<file path="config.mk">
export PLATFORM = sky130hd
export DESIGN_NAME = parking_lot_ctrl_flat
export DESIGN_NICKNAME = d
export VERILOG_FILES = /design/src/rtl/parking_lot_if.sv /design/src/rtl/parking_lot_ctrl.sv /design/src/flat_wrapper.sv
export SDC_FILE = /design/constraint.sdc
export NUM_CORES = 1
export LEC_CHECK = 0
export ABC_AREA = 1
export CELL_PAD_IN_SITES_DETAIL_PLACEMENT = 1
export CELL_PAD_IN_SITES_GLOBAL_PLACEMENT = 1
export CORE_ASPECT_RATIO = 1.25
export CORE_MARGIN = 1
export CORE_UTILIZATION = 39
export DETAILED_ROUTE_END_ITERATION = 8
export PLACE_DENSITY = 0.92
export SLEW_MARGIN = 0
export SYNTH_ARGS = -nofsm -noshare
export SYNTH_HDL_FRONTEND = slang
export SYNTH_SLANG_ARGS = --single-unit
</file>
<file path="constraint.sdc">
create_clock -name CLK -period 14.9 [get_ports CLK]
set_input_delay 4.47 -clock CLK [delete_from_list [all_inputs] [get_ports CLK]]
set_output_delay 4.47 -clock CLK [all_outputs]
set_load 0.1 [all_outputs]
</file>
<file path="src/rtl/parking_lot_if.sv">
// Parking-lot controller bus.
// Carries gate requests (enter/exit/exit_spot/clr_err) from the sensor/keypad
// side and occupancy, door, error and parked-time status back to the
// display/billing side.
//   master : gate side. Drives the requests and reads the status.
//   slave  : controller. Reads the requests and drives the status.
interface parking_lot_if #(
  parameter int NUM_SPOTS = 8,
  parameter int SPOT_W    = 3,
  parameter int CAP_W     = 4,
  parameter int TIME_W    = 32
);
  logic                              enter;
  logic                              exit;
  logic [SPOT_W-1:0]                 exit_spot;
  logic                              clr_err;
  logic [NUM_SPOTS-1:0]              F;
  logic [SPOT_W-1:0]                 L;
  logic [CAP_W-1:0]                  capacity;
  logic                              full;
  logic                              empty;
  logic                              door_open;
  logic                              busy;
  logic [3:0]                        E;
  logic [TIME_W-1:0]                 last_time;
  // Spot i sits at bits [i*TIME_W +: TIME_W].
  logic [NUM_SPOTS-1:0][TIME_W-1:0]  spot_time;

  modport master (
    output enter, exit, exit_spot, clr_err,
    input  F, L, capacity, full, empty, door_open, busy, E, last_time, spot_time
  );

  modport slave (
    input  enter, exit, exit_spot, clr_err,
    output F, L, capacity, full, empty, door_open, busy, E, last_time, spot_time
  );
endinterface

</file>
<file path="src/rtl/parking_lot_ctrl.sv">
// parking_lot_ctrl: occupancy tracker and door sequencer for NUM_SPOTS spots.
// An entry takes the lowest free spot. An exit frees spot exit_spot and reports
// how long that spot was parked. Each accepted event holds the door open for
// DOOR_HOLD cycles. While the door is open, new requests are dropped and flagged.
// Ports:
//   CLK, RST : clock (rising edge) and asynchronous active-high reset.
//   bus      : parking_lot_if.slave.
//              In:  enter, exit, exit_spot, clr_err.
//              Out: F, L, capacity, full, empty, door_open, busy,
//                   E (sticky: [0] entry while full, [1] bad exit,
//                      [2] request dropped, [3] timer saturated),
//                   last_time, spot_time.
module parking_lot_ctrl #(
  parameter int NUM_SPOTS = 8,
  parameter int SPOT_W    = 3,
  parameter int CAP_W     = 4,
  parameter int TIME_W    = 32,
  parameter int DOOR_HOLD = 4
) (
  input  logic         CLK,
  input  logic         RST,
  parking_lot_if.slave bus
);

  typedef enum logic {S_IDLE, S_DOOR} state_t;

  localparam int                 DT_W    = (DOOR_HOLD > 1) ? $clog2(DOOR_HOLD) : 1;
  localparam logic [DT_W-1:0]    DT_LOAD = DT_W'(DOOR_HOLD - 1);
  localparam logic [CAP_W-1:0]   CAP_MAX = CAP_W'(NUM_SPOTS);
  localparam logic [SPOT_W:0]    NS_IDX  = (SPOT_W+1)'(NUM_SPOTS);
  // One below all-ones: the increment that lands on the ceiling raises E[3] once.
  localparam logic [TIME_W-1:0]  T_PRE   = {{(TIME_W-1){1'b1}}, 1'b0};

  state_t                            r_state, w_state_nxt;
  logic [NUM_SPOTS-1:0]              r_F, w_F_nxt;
  logic [SPOT_W-1:0]                 r_L, w_L_nxt;
  logic [3:0]                        r_E, w_E_nxt;
  logic [DT_W-1:0]                   r_dtmr, w_dtmr_nxt;
  logic [TIME_W-1:0]                 r_last, w_last_nxt;
  logic [NUM_SPOTS-1:0][TIME_W-1:0]  r_time;

  logic [NUM_SPOTS-1:0]              w_clr;      // zero that spot's timer this edge
  logic [NUM_SPOTS-1:0]              w_free;
  logic [SPOT_W-1:0]                 w_lo_idx;
  logic                              w_lo_found;
  logic                              w_exit_ok;
  logic                              w_enter_ok;
  logic                              w_in_range;
  logic [CAP_W-1:0]                  w_occ_cnt;

  assign w_in_range = ({1'b0, bus.exit_spot} < NS_IDX);

  // Per-spot parked-time counters. A spot that is being taken or vacated
  // restarts at 0; an empty spot holds 0; an occupied one counts and saturates.
  for (genvar i = 0; i < NUM_SPOTS; i++) begin : g_spot
    always_ff @(posedge CLK or posedge RST) begin
      if (RST)                          r_time[i] <= '0;
      else if (w_clr[i] || !r_F[i])     r_time[i] <= '0;
      else if (r_time[i] != '1)         r_time[i] <= r_time[i] + 1'b1;
    end
  end

  // Next-state / datapath decisions.
  always_comb begin
    w_state_nxt = r_state;
    w_F_nxt     = r_F;
    w_L_nxt     = r_L;
    w_dtmr_nxt  = r_dtmr;
    w_last_nxt  = r_last;
    w_clr       = '0;
    w_free      = '0;
    w_lo_idx    = '0;
    w_lo_found  = 1'b0;
    w_exit_ok   = 1'b0;
    w_enter_ok  = 1'b0;
    // Clear first, so an error raised in the same cycle survives the clear.
    w_E_nxt     = bus.clr_err ? 4'b0000 : r_E;

    case (r_state)
      S_IDLE: begin
        if (bus.exit) begin
          if (w_in_range && r_F[bus.exit_spot]) begin
            w_exit_ok               = 1'b1;
            w_F_nxt[bus.exit_spot]  = 1'b0;
            w_last_nxt              = r_time[bus.exit_spot];
            w_clr[bus.exit_spot]    = 1'b1;
          end else begin
            w_E_nxt[1] = 1'b1;
          end
        end
        if (bus.enter) begin
          // The free mask already includes a spot vacated this cycle.
          w_free = ~w_F_nxt;
          // Scan downward so the final hit is the lowest free index.
          for (int i = NUM_SPOTS - 1; i >= 0; i--) begin
            if (w_free[i]) begin
              w_lo_found = 1'b1;
              w_lo_idx   = SPOT_W'(i);
            end
          end
          if (w_lo_found) begin
            w_enter_ok          = 1'b1;
            w_F_nxt[w_lo_idx]   = 1'b1;
            w_L_nxt             = w_lo_idx;
            w_clr[w_lo_idx]     = 1'b1;
          end else begin
            w_E_nxt[0] = 1'b1;
          end
        end
        if (w_exit_ok || w_enter_ok) begin
          w_state_nxt = S_DOOR;
          w_dtmr_nxt  = DT_LOAD;
        end
      end
      S_DOOR: begin
        // Requests are dropped here and do not extend the hold time.
        if (bus.enter || bus.exit) w_E_nxt[2] = 1'b1;
        if (r_dtmr == '0) w_state_nxt = S_IDLE;
        else              w_dtmr_nxt  = r_dtmr - 1'b1;
      end
      default: w_state_nxt = S_IDLE;
    endcase

    for (int i = 0; i < NUM_SPOTS; i++) begin
      if (r_F[i] && !w_clr[i] && (r_time[i] == T_PRE)) w_E_nxt[3] = 1'b1;
    end
  end

  always_ff @(posedge CLK or posedge RST) begin
    if (RST) begin
      r_state <= S_IDLE;
      r_F     <= '0;
      r_L     <= '0;
      r_E     <= '0;
      r_dtmr  <= '0;
      r_last  <= '0;
    end else begin
      r_state <= w_state_nxt;
      r_F     <= w_F_nxt;
      r_L     <= w_L_nxt;
      r_E     <= w_E_nxt;
      r_dtmr  <= w_dtmr_nxt;
      r_last  <= w_last_nxt;
    end
  end

  always_comb begin
    w_occ_cnt = '0;
    for (int i = 0; i < NUM_SPOTS; i++) w_occ_cnt = w_occ_cnt + CAP_W'(r_F[i]);
  end

  assign bus.F         = r_F;
  assign bus.L         = r_L;
  assign bus.E         = r_E;
  assign bus.last_time = r_last;
  assign bus.spot_time = r_time;
  assign bus.capacity  = CAP_MAX - w_occ_cnt;
  assign bus.full      = (bus.capacity == '0);
  assign bus.empty     = (bus.capacity == CAP_MAX);
  assign bus.door_open = (r_state == S_DOOR);
  assign bus.busy      = (r_state == S_DOOR);

endmodule

</file>
<file path="src/flat_wrapper.sv">
// flat-port wrapper written by rule: the top's interface ports become plain ports
module parking_lot_ctrl_flat 
#(
  parameter int NUM_SPOTS = 8,
  parameter int SPOT_W    = 3,
  parameter int CAP_W     = 4,
  parameter int TIME_W    = 32,
  parameter int DOOR_HOLD = 4
)
  (CLK, RST, bus_enter, bus_exit, bus_exit_spot, bus_clr_err, bus_F, bus_L, bus_capacity, bus_full, bus_empty, bus_door_open, bus_busy, bus_E, bus_last_time, bus_spot_time);
  parking_lot_if #(.NUM_SPOTS(NUM_SPOTS), .SPOT_W(SPOT_W), .CAP_W(CAP_W), .TIME_W(TIME_W)) bus_i ();
  input  logic CLK;
  input  logic RST;
  input wire logic [$bits(bus_i.enter)-1:0] bus_enter;
  input wire logic [$bits(bus_i.exit)-1:0] bus_exit;
  input wire logic [$bits(bus_i.exit_spot)-1:0] bus_exit_spot;
  input wire logic [$bits(bus_i.clr_err)-1:0] bus_clr_err;
  output wire logic [$bits(bus_i.F)-1:0] bus_F;
  output wire logic [$bits(bus_i.L)-1:0] bus_L;
  output wire logic [$bits(bus_i.capacity)-1:0] bus_capacity;
  output wire logic [$bits(bus_i.full)-1:0] bus_full;
  output wire logic [$bits(bus_i.empty)-1:0] bus_empty;
  output wire logic [$bits(bus_i.door_open)-1:0] bus_door_open;
  output wire logic [$bits(bus_i.busy)-1:0] bus_busy;
  output wire logic [$bits(bus_i.E)-1:0] bus_E;
  output wire logic [$bits(bus_i.last_time)-1:0] bus_last_time;
  output wire logic [$bits(bus_i.spot_time)-1:0] bus_spot_time;
  assign bus_i.enter = bus_enter;
  assign bus_i.exit = bus_exit;
  assign bus_i.exit_spot = bus_exit_spot;
  assign bus_i.clr_err = bus_clr_err;
  assign bus_F = bus_i.F;
  assign bus_L = bus_i.L;
  assign bus_capacity = bus_i.capacity;
  assign bus_full = bus_i.full;
  assign bus_empty = bus_i.empty;
  assign bus_door_open = bus_i.door_open;
  assign bus_busy = bus_i.busy;
  assign bus_E = bus_i.E;
  assign bus_last_time = bus_i.last_time;
  assign bus_spot_time = bus_i.spot_time;
  parking_lot_ctrl #(.NUM_SPOTS(NUM_SPOTS), .SPOT_W(SPOT_W), .CAP_W(CAP_W), .TIME_W(TIME_W), .DOOR_HOLD(DOOR_HOLD)) u_core (.CLK(CLK), .RST(RST), .bus(bus_i));
endmodule
</file>
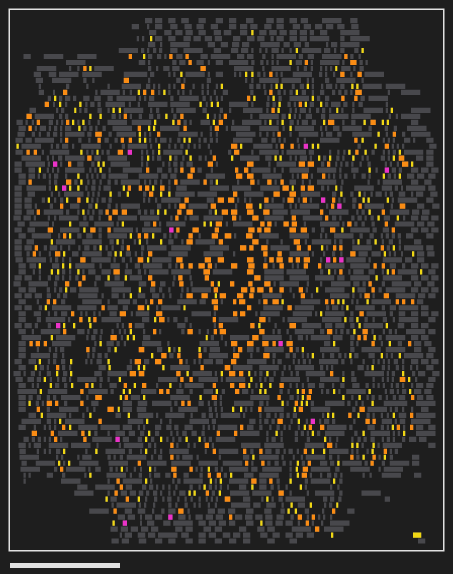
(images/logic_types.png)
Bar = 50 µm.
Yellow shows inverters, cells 333, most used inv_1, where all over the die. Orange shows inverting AOI/OAI gates, cells 406, most used o21ai_0. Magenta shows AND and OR gates, cells 16, most used and3_1.
most numerous logic cell after layout: nand2_1
Final Non-Filler Cells: 3,417
Comb area share: 0.397

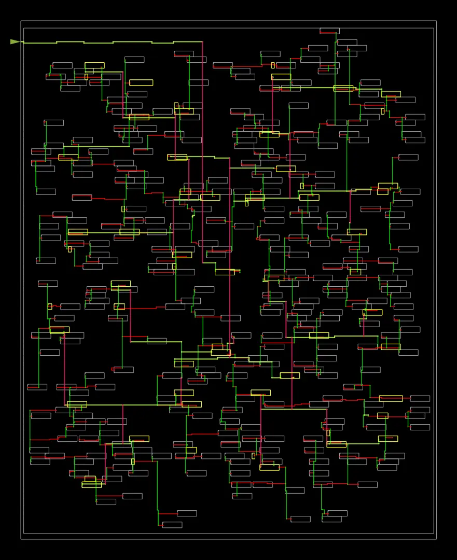
(images/clocks.png)
clk sink count: 306
Clock group: 0.907 mW

==> GITHUB_STEP_SUMMARY <==
## Implementation flow summary

| Metric | Value |
|---|---|
| Share of cells above drive strength 1 | 0.0528 |
| Critical Path Source | u_core.bus.F[4]$_DFFE_PP0N_ |
| Worst Tran Pin Value | 1.57 ns |
| VDD IR max | 0.263 mV |
| Adder share | 0.0201 |
| Fillers | 5,782 |
| Violated checks | max-slew violations |
| First-pass GRT wire length | 140 mm |
| Initial antenna violation count | 7 |
| Largest net degree at the start of global routing | 153 |
| Max-slew violations | 1 |
| Non-CTS buffers | 331 |
| Port Buffers | 318 |
| Post-Synthesis Cells | 2,453 |
| Mux frac, synth | 0.000608 |
| I/O Pins | 319 |
| Critical-path top delay cell | clkdlybuf4s50_1 |
| Antenna Nets Post-Route | 0 |
| Worst Path Buf+Inv | 4 |
| Setup crit start kind | flop |
| Vias after detailed routing | 21,200 |
| RePlAce Congestion | 1.01 |
| Floorplan Nets | 2,489 |
| Setup crit end | bus_empty |
| Die Width | 197 µm |
| Aoi share | 0.142 |
| Total track usage | 0.388 |
| Top Layout Cells | nand2_1 (426), nor2_1 (333), inv_1 (318), clkdlybuf4s50_1 (318), dfrtp_1 (306) |
| # clk buffers | 55 |
| Maxcap violations | 0 |
| Slowest Stage Delay on Critical Path | 1.15 ns |
| Clk pin slew, worst setup/hold paths | 0.06 ns |
| Post-CTS Setup Bufs | 0 |
| Crit path DAT | 4.81 ns |
| Vias in the first global route | 21,700 |
| Registers | 306 |
| Cell count of the worst reg-to-reg path | 6 |
| Flip-flop and latch area | 7660 µm² |
| Status | complete, but fails checks |
| Fin Setup TNS | 0 ns |
| Flops after synth | 306 |
| Logic Gate Count | 1,755 |
| ClkCell Share | 0.0489 |
| Largest area contributor in the synthesized netlist | dfrtp_1 |
| Post-CTS Hold Fix Bufs | 0 |
| Clk buf depth | 3 |
| Clock skew | 0.0216 ns |
| Hold Path Sink | u_core.bus.E[2]$_DFF_PP0_ |
| Critical Path Stages | 11 |
| CTS Root Cell | clkbuf_16 |
| Lkg Pwr | 9.47 nW |
| CP top delay family | adder cells |
| Worst r2r dst | u_core.bus.E[3]$_DFFE_PP0P_ |
| Synth Area per Inst | 7.54 µm² |
| Worst hold path class | flop to flop |
| Diode count | 2 |
| Largest class | multi-input combinational cells |
| Maximum net fanout on the critical path | 3 |
| Synth area leaders | dfrtp_1 (41%), nand2_1 (8.6%), nor2_1 (6.8%) |
| Num CTS Buffers | 36 |
| Well Taps | 630 |
| Final setup margin | 5.62 ns |
| Headroom to the max-slew limit | -0.0489 |
| Worst-Skew Late Latency | 0.55 ns |
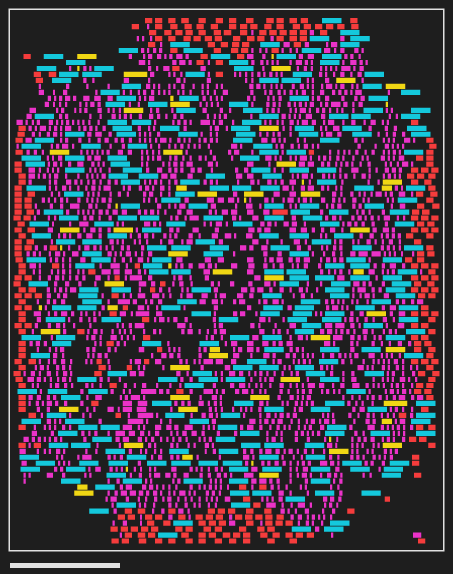
(images/placement_by_type.png)
Bar = 50 µm.
Magenta shows combinational and other logic, cells 2,088, share of their area 47%. Red shows other buffers and delay cells, cells 331, share of their area 15%. Yellow shows clock drivers and dummy loads, cells 60, share of their area 5.1%. Cyan shows flops, cells 306, share of their area 34%.
Final Util: 0.505
fraction of area in registers: 0.326
Core Area: 46,500 µm²

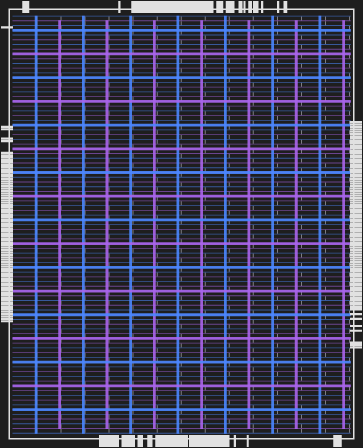
(images/power_grid.png)
Pins as bars on the die edge. Tap cells in gray.
Blue shows VSS. Purple shows VDD.
630 tap cells. 17 straps on met5. 89 met1 rails follow the rows.

[per-stage QoR]
stage	area, µm²	power (mW)	hold WS [ns]
after global routing	23500	5.93	0.569
after detailed placement	22300	4.83	0.517
after global placement	22300	4.76	0.513
after CTS	23500	5.74	0.546
final	23500	5.80	0.548
after floorplan	18500	3.79	0.507
[metal layers]
metal / track usage / part of all wire / up-vias
met2: 0.635 / 0.46 / 1238
met1: 0.459 / 0.36 / 10600
met5: 0 / 0.00068 / -
li1: - / - / 9002
met4: 0.236 / 0.071 / 10
met3: 0.0967 / 0.10 / 375
[power by group]
group          total (mW)  switching [mW]  leakage [nW]  internal, mW
clock network       0.907           0.379         0.565         0.528
logic                3.29            2.62          4.92         0.676
registers            1.60           0.539          3.98          1.06
Power and IR drop assume default switching activity.
